### src/rtl/lcd_pkg.sv
`default_nettype none
// ============================================================================
// lcd_pkg : shared LCD bus state encoding, default timings and sizing helpers
// Revision : 1.0
// ============================================================================
package lcd_pkg;

  typedef enum logic [2:0] {
    S_IDLE  = 3'd0,
    S_SETUP = 3'd1,
    S_EN    = 3'd2,
    S_HOLD  = 3'd3,
    S_WAIT  = 3'd4,
    S_DONE  = 3'd5
  } lcd_state_e;

  localparam int unsigned LCD_T_SETUP = 3;
  localparam int unsigned LCD_T_EN    = 13;
  localparam int unsigned LCD_T_HOLD  = 2;
  localparam int unsigned LCD_T_EXEC  = 2000;
  localparam int unsigned LCD_T_CLEAR = 82000;

  // A zero-length phase would be meaningless on the bus, so it becomes one cycle.
  function automatic int unsigned lcd_eff(input int unsigned t);
    return (t == 0) ? 1 : t;
  endfunction

  // Counter holds (duration - 1), so it needs clog2 of the longest duration.
  function automatic int unsigned lcd_cnt_width(input int unsigned a, input int unsigned b,
                                                input int unsigned c, input int unsigned d,
                                                input int unsigned e);
    int unsigned m;
    m = lcd_eff(a);
    if (lcd_eff(b) > m) m = lcd_eff(b);
    if (lcd_eff(c) > m) m = lcd_eff(c);
    if (lcd_eff(d) > m) m = lcd_eff(d);
    if (lcd_eff(e) > m) m = lcd_eff(e);
    return (m < 2) ? 1 : $clog2(m);
  endfunction

endpackage : lcd_pkg
`default_nettype wire

### src/rtl/lcd_bus_writer.sv
`default_nettype none
// ============================================================================
// lcd_bus_writer : issues one HD44780-style bus write (setup/EN/hold/exec wait)
// Revision : 1.0
// ============================================================================
module lcd_bus_writer
  import lcd_pkg::*;
#(
  parameter int unsigned T_SETUP = LCD_T_SETUP,
  parameter int unsigned T_EN    = LCD_T_EN,
  parameter int unsigned T_HOLD  = LCD_T_HOLD,
  parameter int unsigned T_EXEC  = LCD_T_EXEC,
  parameter int unsigned T_CLEAR = LCD_T_CLEAR
) (
  input  logic       i_clk,
  input  logic       i_rst_n,
  input  logic       i_start,
  input  logic [7:0] i_LCD_data,
  input  logic       i_LCD_RS,
  input  logic       i_LCD_RW,
  input  logic       i_LCD_CL,
  output logic [7:0] o_LCD_data,
  output logic       o_LCD_EN,
  output logic       o_LCD_RS,
  output logic       o_LCD_RW,
  output logic       o_busy,
  output logic       o_write_fin
);

  localparam int unsigned CNT_W = lcd_cnt_width(T_SETUP, T_EN, T_HOLD, T_EXEC, T_CLEAR);

  localparam logic [CNT_W-1:0] SETUP_LD = CNT_W'(lcd_eff(T_SETUP) - 1);
  localparam logic [CNT_W-1:0] EN_LD    = CNT_W'(lcd_eff(T_EN) - 1);
  localparam logic [CNT_W-1:0] HOLD_LD  = CNT_W'(lcd_eff(T_HOLD) - 1);
  localparam logic [CNT_W-1:0] EXEC_LD  = CNT_W'(lcd_eff(T_EXEC) - 1);
  localparam logic [CNT_W-1:0] CLEAR_LD = CNT_W'(lcd_eff(T_CLEAR) - 1);

  lcd_state_e       state_q, state_d;
  logic [CNT_W-1:0] cnt_q, cnt_d;
  logic [7:0]       data_q, data_d;
  logic             rs_q, rs_d;
  logic             rw_q, rw_d;
  logic             cl_q, cl_d;
  logic             en_q, en_d;
  logic             cnt_zero;

  assign cnt_zero = (cnt_q == '0);

  // Each phase loads (length - 1) on entry and advances when the count reaches zero.
  always_comb begin
    state_d = state_q;
    cnt_d   = cnt_q;
    data_d  = data_q;
    rs_d    = rs_q;
    rw_d    = rw_q;
    cl_d    = cl_q;
    unique case (state_q)
      S_IDLE: begin
        if (i_start) begin
          state_d = S_SETUP;
          cnt_d   = SETUP_LD;
          data_d  = i_LCD_data;
          rs_d    = i_LCD_RS;
          rw_d    = i_LCD_RW;
          cl_d    = i_LCD_CL;
        end
      end
      S_SETUP: begin
        if (cnt_zero) begin
          state_d = S_EN;
          cnt_d   = EN_LD;
        end else begin
          cnt_d = cnt_q - CNT_W'(1);
        end
      end
      S_EN: begin
        if (cnt_zero) begin
          state_d = S_HOLD;
          cnt_d   = HOLD_LD;
        end else begin
          cnt_d = cnt_q - CNT_W'(1);
        end
      end
      S_HOLD: begin
        if (cnt_zero) begin
          state_d = S_WAIT;
          cnt_d   = cl_q ? CLEAR_LD : EXEC_LD;
        end else begin
          cnt_d = cnt_q - CNT_W'(1);
        end
      end
      S_WAIT: begin
        if (cnt_zero) begin
          state_d = S_DONE;
        end else begin
          cnt_d = cnt_q - CNT_W'(1);
        end
      end
      S_DONE: begin
        state_d = S_IDLE;
        cnt_d   = '0;
      end
      default: begin
        state_d = S_IDLE;
        cnt_d   = '0;
      end
    endcase
    // EN is registered off the next state so it lines up exactly with S_EN.
    en_d = (state_d == S_EN);
  end

  always_ff @(posedge i_clk or posedge i_rst_n) begin
    if (i_rst_n) begin
      state_q <= S_IDLE;
      cnt_q   <= '0;
      data_q  <= 8'h00;
      rs_q    <= 1'b0;
      rw_q    <= 1'b0;
      cl_q    <= 1'b0;
      en_q    <= 1'b0;
    end else begin
      state_q <= state_d;
      cnt_q   <= cnt_d;
      data_q  <= data_d;
      rs_q    <= rs_d;
      rw_q    <= rw_d;
      cl_q    <= cl_d;
      en_q    <= en_d;
    end
  end

  assign o_LCD_data  = data_q;
  assign o_LCD_RS    = rs_q;
  assign o_LCD_RW    = rw_q;
  assign o_LCD_EN    = en_q;
  assign o_busy      = (state_q != S_IDLE);
  assign o_write_fin = (state_q == S_DONE);

endmodule : lcd_bus_writer
`default_nettype wire
### config.mk
export PLATFORM = sky130hd
export DESIGN_NAME = lcd_bus_writer
export DESIGN_NICKNAME = d
export VERILOG_FILES = /design/src/rtl/lcd_pkg.sv /design/src/rtl/lcd_bus_writer.sv
export SDC_FILE = /design/constraint.sdc
export NUM_CORES = 1
export LEC_CHECK = 0
export ABC_AREA = 1
export CAP_MARGIN = 20
export CORE_MARGIN = 4
export CORE_UTILIZATION = 50
export CTS_BUF_LIST = sky130_fd_sc_hd__clkbuf_4
export DETAILED_ROUTE_END_ITERATION = 10
export PLACE_DENSITY_LB_ADDON = 0.2
export SLEW_MARGIN = 20
export SYNTH_ARGS = -nofsm -noshare
export SYNTH_HDL_FRONTEND = slang
export SYNTH_SLANG_ARGS = --single-unit
### constraint.sdc
create_clock -name i_clk -period 2.1 [get_ports i_clk]
set_input_delay 0.42 -clock i_clk [delete_from_list [all_inputs] [get_ports i_clk]]
set_output_delay 0.42 -clock i_clk [all_outputs]
set_load 0.005 [all_outputs]
Fig. 1: run 1, routed clock nets over the placement
Scale: 8 px per um.
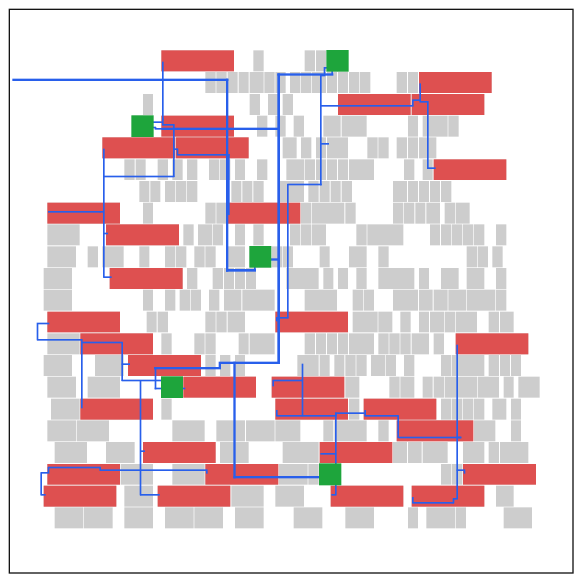
legend:
  red:
    item: flip-flops
    count: 32
  blue:
    item: clock wires
    length: 453 um
  green:
    item: clock-net drivers
    count: 5
flops lie: all over the die

Fig. 2: run 1, power grid
Scale: 6 px per um. Pins as bars on the die edge.
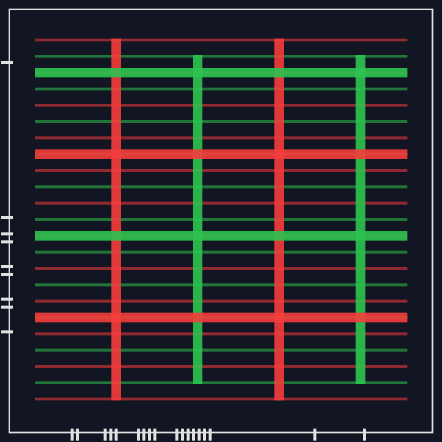
legend:
  red:
    net: VSS
  green:
    net: VDD
met4 straps: 4
met1 rails: 23
met5 straps: 4
rows: 22
signal pins: 27

==> notes.md, run 1 <==
impl run done, here's what came out: cycle use final 0.943, Area after DPL 2250 um2, peak fanout along the critical path 4, via/cell ratio 4.86, Rel. slew slack 0.687, Post-Syn Area 1940 um2, Flop area 802 um2, Post-DP HPWL 3230 um, status complete, no violations, Mapped Avg Cell Area 7.32 um2, Layout area overhead 20.6%, GPL Wtd Cong 0.888, Root Buffer clkbuf_4, number of H-tree levels 2, clk sink count 32, Critical Path Max Stage Delay 0.53 ns, OpenROAD warning count 27, hold-fix buffers at CTS 0, EDFF count, synth 0, Dominant Register Cell dfrtp_1, Top-area cell share 0.413, DP Cell Count 338, slew at the pin closest to its max-slew limit 0.468 ns, worst min-delay path category input pin to async pin, pwr/cell area 1410 nW/um2, required time of the critical path 1.68 ns, Fin Clk Skew 0.00979 ns, Post-synth area hogs dfrtp_1 (41%), nand2_1 (19%), nor2_1 (7.4%), die width 70.3 um, Top Ports 27, final core occ 0.630, Initial Util 0.522, synth warn 0, fraction of layout cells with a size suffix above 1 0.153, synthesized instance count 265, worst-path cell chain nor3_2 -> clkdlybuf4s50_1, initial antenna violation count 0, Yosys top cell by area dfrtp_1, crit path kind flip-flop to output port
Fig. 3: run 1, routing congestion
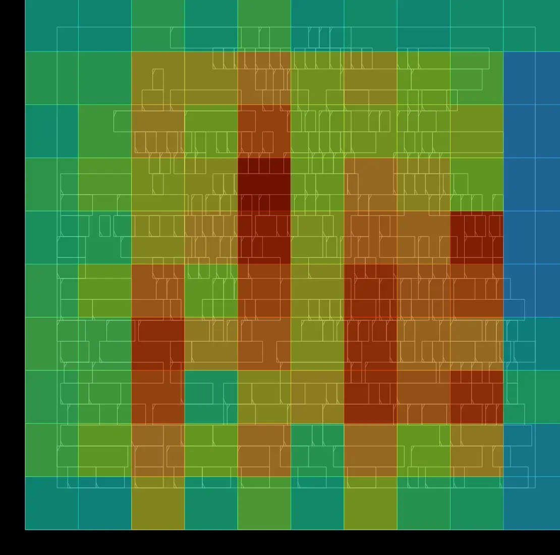
gr busiest metal: met2
GRT met2 Usage: 0.326
total track usage: 0.192
M1 GR Usage: 0.227
Wirelength per Cell: 12.4 um

[run 1: worst max-delay path, delay by kind of cell (launching register included)]
kind	cells	cell delay [ns]
buffers and inverters	1	0.53
flip-flops	1	0.47
AND/OR/NAND/NOR	1	0.22
[run 1: cell usage in the layout (no fill, tap or decap), types with 2 or more instances in the layout]
| master | count |
|---|---|
| a21oi_1 | 2 |
| buf_4 | 5 |
| clkbuf_4 | 6 |
| clkdlybuf4s50_1 | 25 |
| dfrtp_1 | 31 |
| ha_1 | 2 |
| inv_1 | 31 |
| inv_2 | 3 |
| mux2_2 | 10 |
| nand2_1 | 96 |
| nand2_2 | 3 |
| nand3_1 | 11 |
| nand4_1 | 3 |
| nor2_1 | 38 |
| nor2_2 | 5 |
| nor2_4 | 4 |
| nor3_1 | 2 |
| o21ai_0 | 4 |
| o21ai_2 | 2 |
| xnor2_1 | 2 |
| xor2_1 | 5 |
[run 1: final cells by class]
class,count,share of cell area
Tap cell,48,0.0257
Clock inverter,2,0.00481
Clock buffer,6,0.0193
Multi-Input combinational cell,195,0.422
Sequential cell,32,0.343
Inverter,35,0.0572
Timing Repair Buffer,31,0.128
[run 1: power by group]
part	switching, uW	internal, uW	leakage [uW]
Clock	221	140	0.0000293
Sequential	195	865	0.000403
Combinational	1060	813	0.000805
Total	1470	1820	0.00124
[run 1: flip-flops by register name (all words and copies together), names as in the netlist]
| name | cells |
|---|---|
| cl_q | 1 |
| cnt_q | 17 |
| o_LCD_EN | 1 |
| o_LCD_RS | 1 |
| o_LCD_RW | 1 |
| o_LCD_data | 8 |
| state_q | 3 |
[run 1: cell families after synthesis]
group | Yosys count | synth area share
AND/OR/NAND/NOR | 166 | 0.367
AND-OR/OR-AND | 10 | 0.0342
buffers and inverters | 38 | 0.0832
XOR/XNOR | 7 | 0.0316
adder cells (fa/ha/maj) | 2 | 0.0129
multiplexers | 10 | 0.0581
flip-flops | 32 | 0.413
[run 1: worst paths after layout]
check | slack [ns] | from | depth (start not counted) | endpoint
worst max-delay path | 0.12 | state_q[1] | 2 | o_write_fin
worst min-delay path | 0.45 | i_rst_n | 3 | cnt_q[3]
worst max register to register | 0.21 | cnt_q[0] | 10 | cnt_q[8]
worst min register to register | 0.51 | o_LCD_data[0] | 1 | o_LCD_data[0]
max in group asynchronous | 1.34 | i_rst_n | 3 | state_q[0]
min in group i_clk | 0.51 | o_LCD_data[0] | 1 | o_LCD_data[0]
[run 1: stage by stage]
stage | hold WS [ns] | worst slack [ns]
after global routing | 0.469 | 0.0123
after global placement | 0.486 | 0.293
after CTS | 0.449 | 0.0209
after floorplan | 0.471 | 0.553
final | 0.450 | 0.120
after detailed placement | 0.495 | 0.253
[run 1: timing repair]
item | in CTS | in global routing
endpoints found under the hold margin | 0 | 0
gates resized | 1 | 3
pin swaps | 0 | 1
gates cloned | 0 | 0
endpoints found under the setup margin | 1 | 2
setup buffers | 0 | 3
[run 1: routing by layer]
metal,up-vias,wire length (um)
li1,876,-
met1,773,1930
met2,39,2150
met3,8,193
met4,0,74
met5,-,0
Fig. 4: run 1, routed metal, one colour a layer
Scale: 8 px per um. Only two layers are drawn.
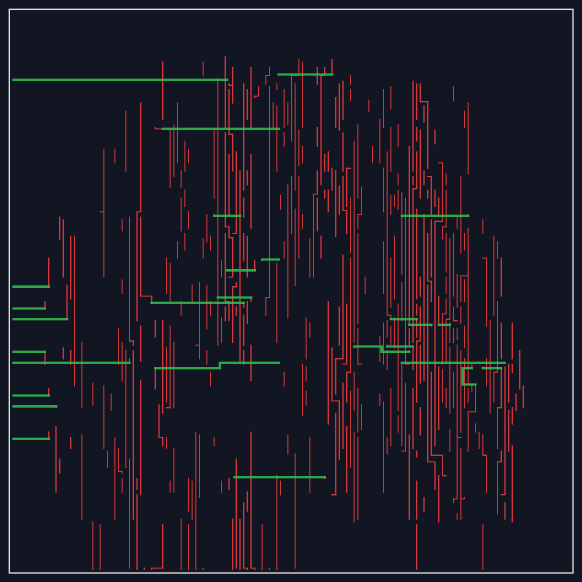

==> run 1 -> run 2 <==
--- a/config.mk
+++ b/config.mk
@@ -8,7 +8,7 @@
 export ABC_AREA = 1
 export CAP_MARGIN = 20
 export CORE_MARGIN = 4
-export CORE_UTILIZATION = 50
+export CORE_UTILIZATION = 39
 export CTS_BUF_LIST = sky130_fd_sc_hd__clkbuf_4
 export DETAILED_ROUTE_END_ITERATION = 10
 export PLACE_DENSITY_LB_ADDON = 0.2
Fig. 5: run 2, routed metal, one colour a layer
Scale: 8 px per um. Only two layers are drawn.
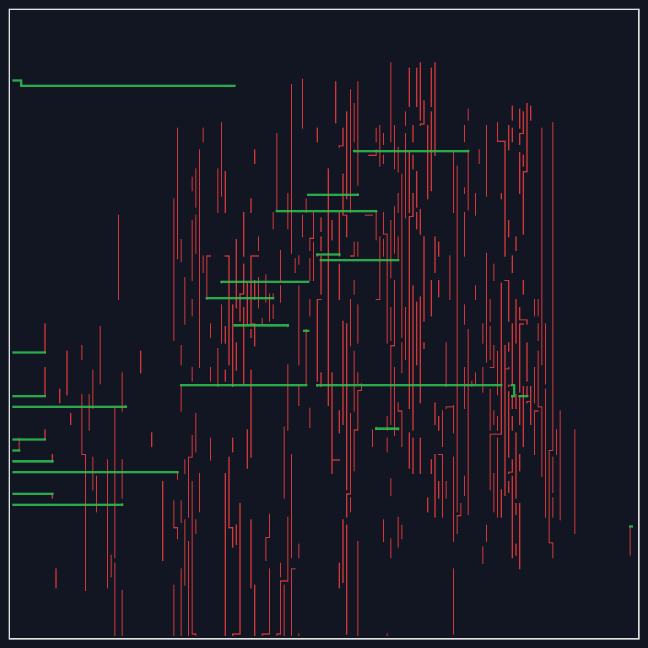
legend:
  red:
    layer: M2
    wire_length: 2020 um
  green:
    layer: M3
    wire_length: 214 um

Fig. 6: run 2, power grid
Scale: 6 px per um. Pins as bars on the die edge.
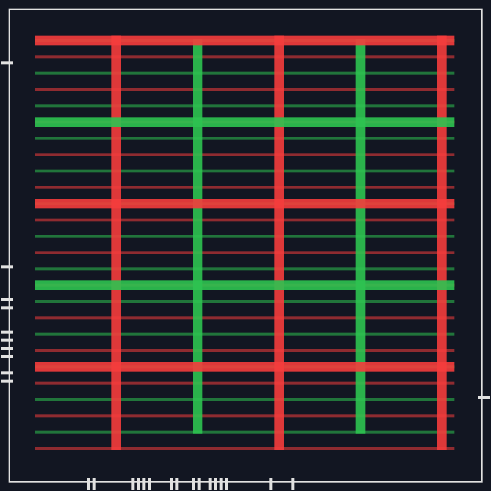
legend:
  red:
    net: VSS
  green:
    net: VDD
met5 straps: 5
met4 straps: 5

Fig. 7: run 2, routed clock nets over the placement
Scale: 8 px per um.
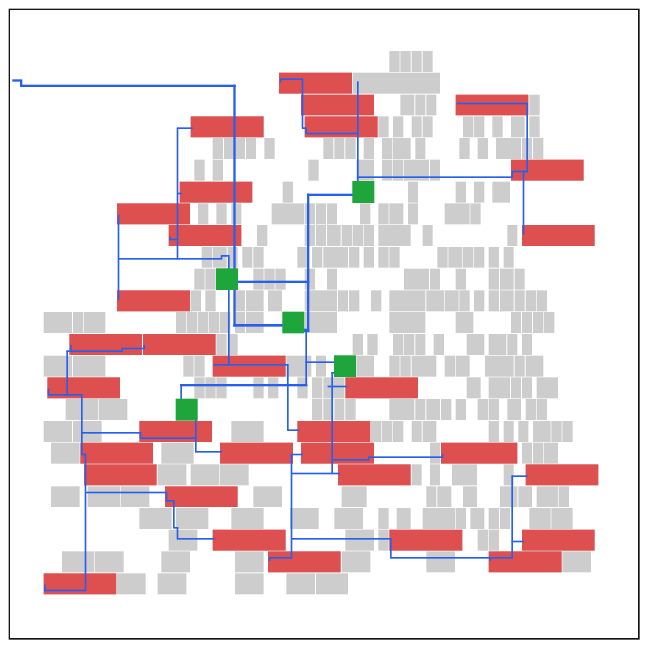
legend:
  blue:
    item: clock wires
    length: 481 um
  green:
    item: clock-net drivers
    count: 5
  red:
    item: flip-flops
    count: 32
routed clock nets: 6

==> notes.md, run 2 <==
impl run done, here's what came out: sequential group share of total power 0.310 (-0.012), cell count in the Yosys report 265, synth warn 0 (unchanged), simple share 0.367 (unchanged), max reg flops 17 (unchanged), Post-DP HPWL 3280 um (+1.5%), Post-Syn Area 1940 um2 (unchanged), Internal Power 1940 uW (+6.6%), GPL Wtd Cong 0.850 (-4.3%), Commonest Layout Cell nand2_1, Wirelength per Cell 11.6 um (-6.7%), die width 78.5 um (+12%), P_sw 1440 uW (-2.1%), final hold viol count 0, DR vias 1667, post-synthesis adder-cell area fraction 0.0129 (unchanged), ys flops 32, pwr/cell area 1420 nW/um2 (+1.2%), Multiplexer share 0.0581 (unchanged), via/cell ratio 4.53 (-6.8%), crit path kind flip-flop to output port, Crit. Startpoint state_q[0], Top-area cell share 0.413 (unchanged), worst min-delay path category input pin to async pin, Yosys top cell by area dfrtp_1, required time of the critical path 1.68 ns (about the same), initial DRC count 128, worst-path cell chain nor2_2 -> inv_2 -> nor2_4 -> inv_2 -> clkdlybuf4s50_1, xor/xnor share 0.0316 (unchanged), Root Buffer clkbuf_4, peak fanout along the critical path 5 (+1), Clk Latency, worst-skew pair 0.33 ns, critical path endpoint category output port, Critical Path Max Stage Delay 0.45 ns (-0.08 ns), Layout area overhead 22.5%, Top Ports 27 (unchanged), synthesized instance count 265 (unchanged), Fin Clk Skew 0.00901 ns (-0.000775 ns), number of H-tree levels 2 (unchanged), Initial Util 0.408 (-0.114), Top cells excl fill/tap nand2_1 (96), nor2_1 (38), inv_1 (31), dfrtp_1 (31), clkdlybuf4s50_1 (26), cycle use final 0.960 (+0.0171), Clock Power Share 0.142 (+0.032), DP Cell Count 357 (+5.6%), hold-fix buffers at CTS 0 (unchanged), Place WS 0.276 ns (+0.0230 ns), Post-synth area hogs dfrtp_1 (41%), nand2_1 (19%), nor2_1 (7.4%), Mapped Avg Cell Area 7.32 um2 (unchanged), EDFF count, synth 0 (unchanged), sw frac 0.427 (-0.0211), Yosys cell types 26, OpenROAD warning count 28 (+3.7%), Largest Register cnt_q, Comb power frac 0.547 (-0.021), Die Span Y 78.5 um, comb area leader simple AND/OR/NAND/NOR gates, slew at the pin closest to its max-slew limit 0.467 ns (-0.00140 ns), total track usage 0.153 (-0.0389), status complete, no violations, clk sink count 32 (unchanged), Dominant Register Cell dfrtp_1, fraction of layout cells with a size suffix above 1 0.153 (unchanged), Rel. slew slack 0.688 (+0.000937), final worst slack 0.0845 ns (-0.0359 ns), ao+oa area frac 0.0342 (unchanged), initial antenna violation count 0 (unchanged), reg2reg start cnt_q[0]
[run 2: cell counts after synthesis]
No cell type changed its count.
[run 2: final cells by class]
cell class                      count  area (um2)
Sequential cell                    32         802
Clock buffer                        6        45.0
Fill cell                         475        2380
Clock inverter                      2        35.0
Multi-Input combinational cell    195         977
Timing Repair Buffer               31         298
Inverter                           35         134
Tap cell                           67        83.8
[run 2: repair_timing]
item	in CTS	in global routing
buffers inserted	0	3
endpoints found under the setup margin	1	2
pin swaps	0	1
resized	1	0
endpoints found under the hold margin	0	0
[run 2: critical path, delay by kind of cell, from the launching register on]
| kind | cells | cell delay [ns] |
|---|---|---|
| buffers and inverters | 3 | 0.58 |
| flip-flops | 1 | 0.45 |
| AND/OR/NAND/NOR | 2 | 0.23 |
[run 2: path summary, 6_finish.rpt]
path | endpoint | slack (ns) | cells past startpoint
setup reg to reg | cnt_q[12] | 0.25 | 11
min in group i_clk | o_LCD_data[5] | 0.52 | 1
setup / recovery | o_busy | 0.08 | 5
hold / removal | o_LCD_data[2] | 0.46 | 3
hold reg to reg | o_LCD_data[5] | 0.52 | 1
max in group asynchronous | state_q[0] | 1.32 | 3
[run 2: layer usage]
metal / vias up / wire [um] / track usage / share of wire
met4: 0 / 46 / 0.0490 / 0.011
met3: 5 / 214 / 0.0424 / 0.050
li1: 879 / - / - / -
met5: - / 0 / 0 / 0
met1: 749 / 1990 / 0.189 / 0.47
met2: 34 / 2020 / 0.257 / 0.47
[run 2: cell families (layout without fill, tap and decap cells)]
family	after synthesis	count (layout)
simple gates	166	166
compound gates	10	10
mux	10	10
xor+xnor	7	7
buf+inv	38	74
fa+ha+maj	2	2
flops	32	32
[run 2: per-stage QoR]
step / hold slack (ns) / utilization / instance area, um2 / TNS, ns / total power (uW)
after detailed placement: 0.495 / 0.478 / 2270 / 0 / 2880
after CTS: 0.468 / 0.495 / 2350 / 0 / 3380
after floorplan: 0.471 / - / 1940 / 0 / 2330
after global routing: 0.487 / 0.499 / 2370 / -0.0107 / 3720
after global placement: 0.487 / 0.478 / 2270 / 0 / 2870
final: 0.464 / 0.499 / 2370 / 0 / 3380
[run 2: power groups by stage]
stage / combinational (uW) / sequential, uW / clock [uW]
floorplan: 1300 / 1040 / 0
detailed placement: 1810 / 1070 / 0
global placement: 1810 / 1060 / 0
CTS: 1820 / 1050 / 499
global route: 2110 / 1080 / 536
finish: 1850 / 1050 / 481
Power and IR drop assume default switching activity.
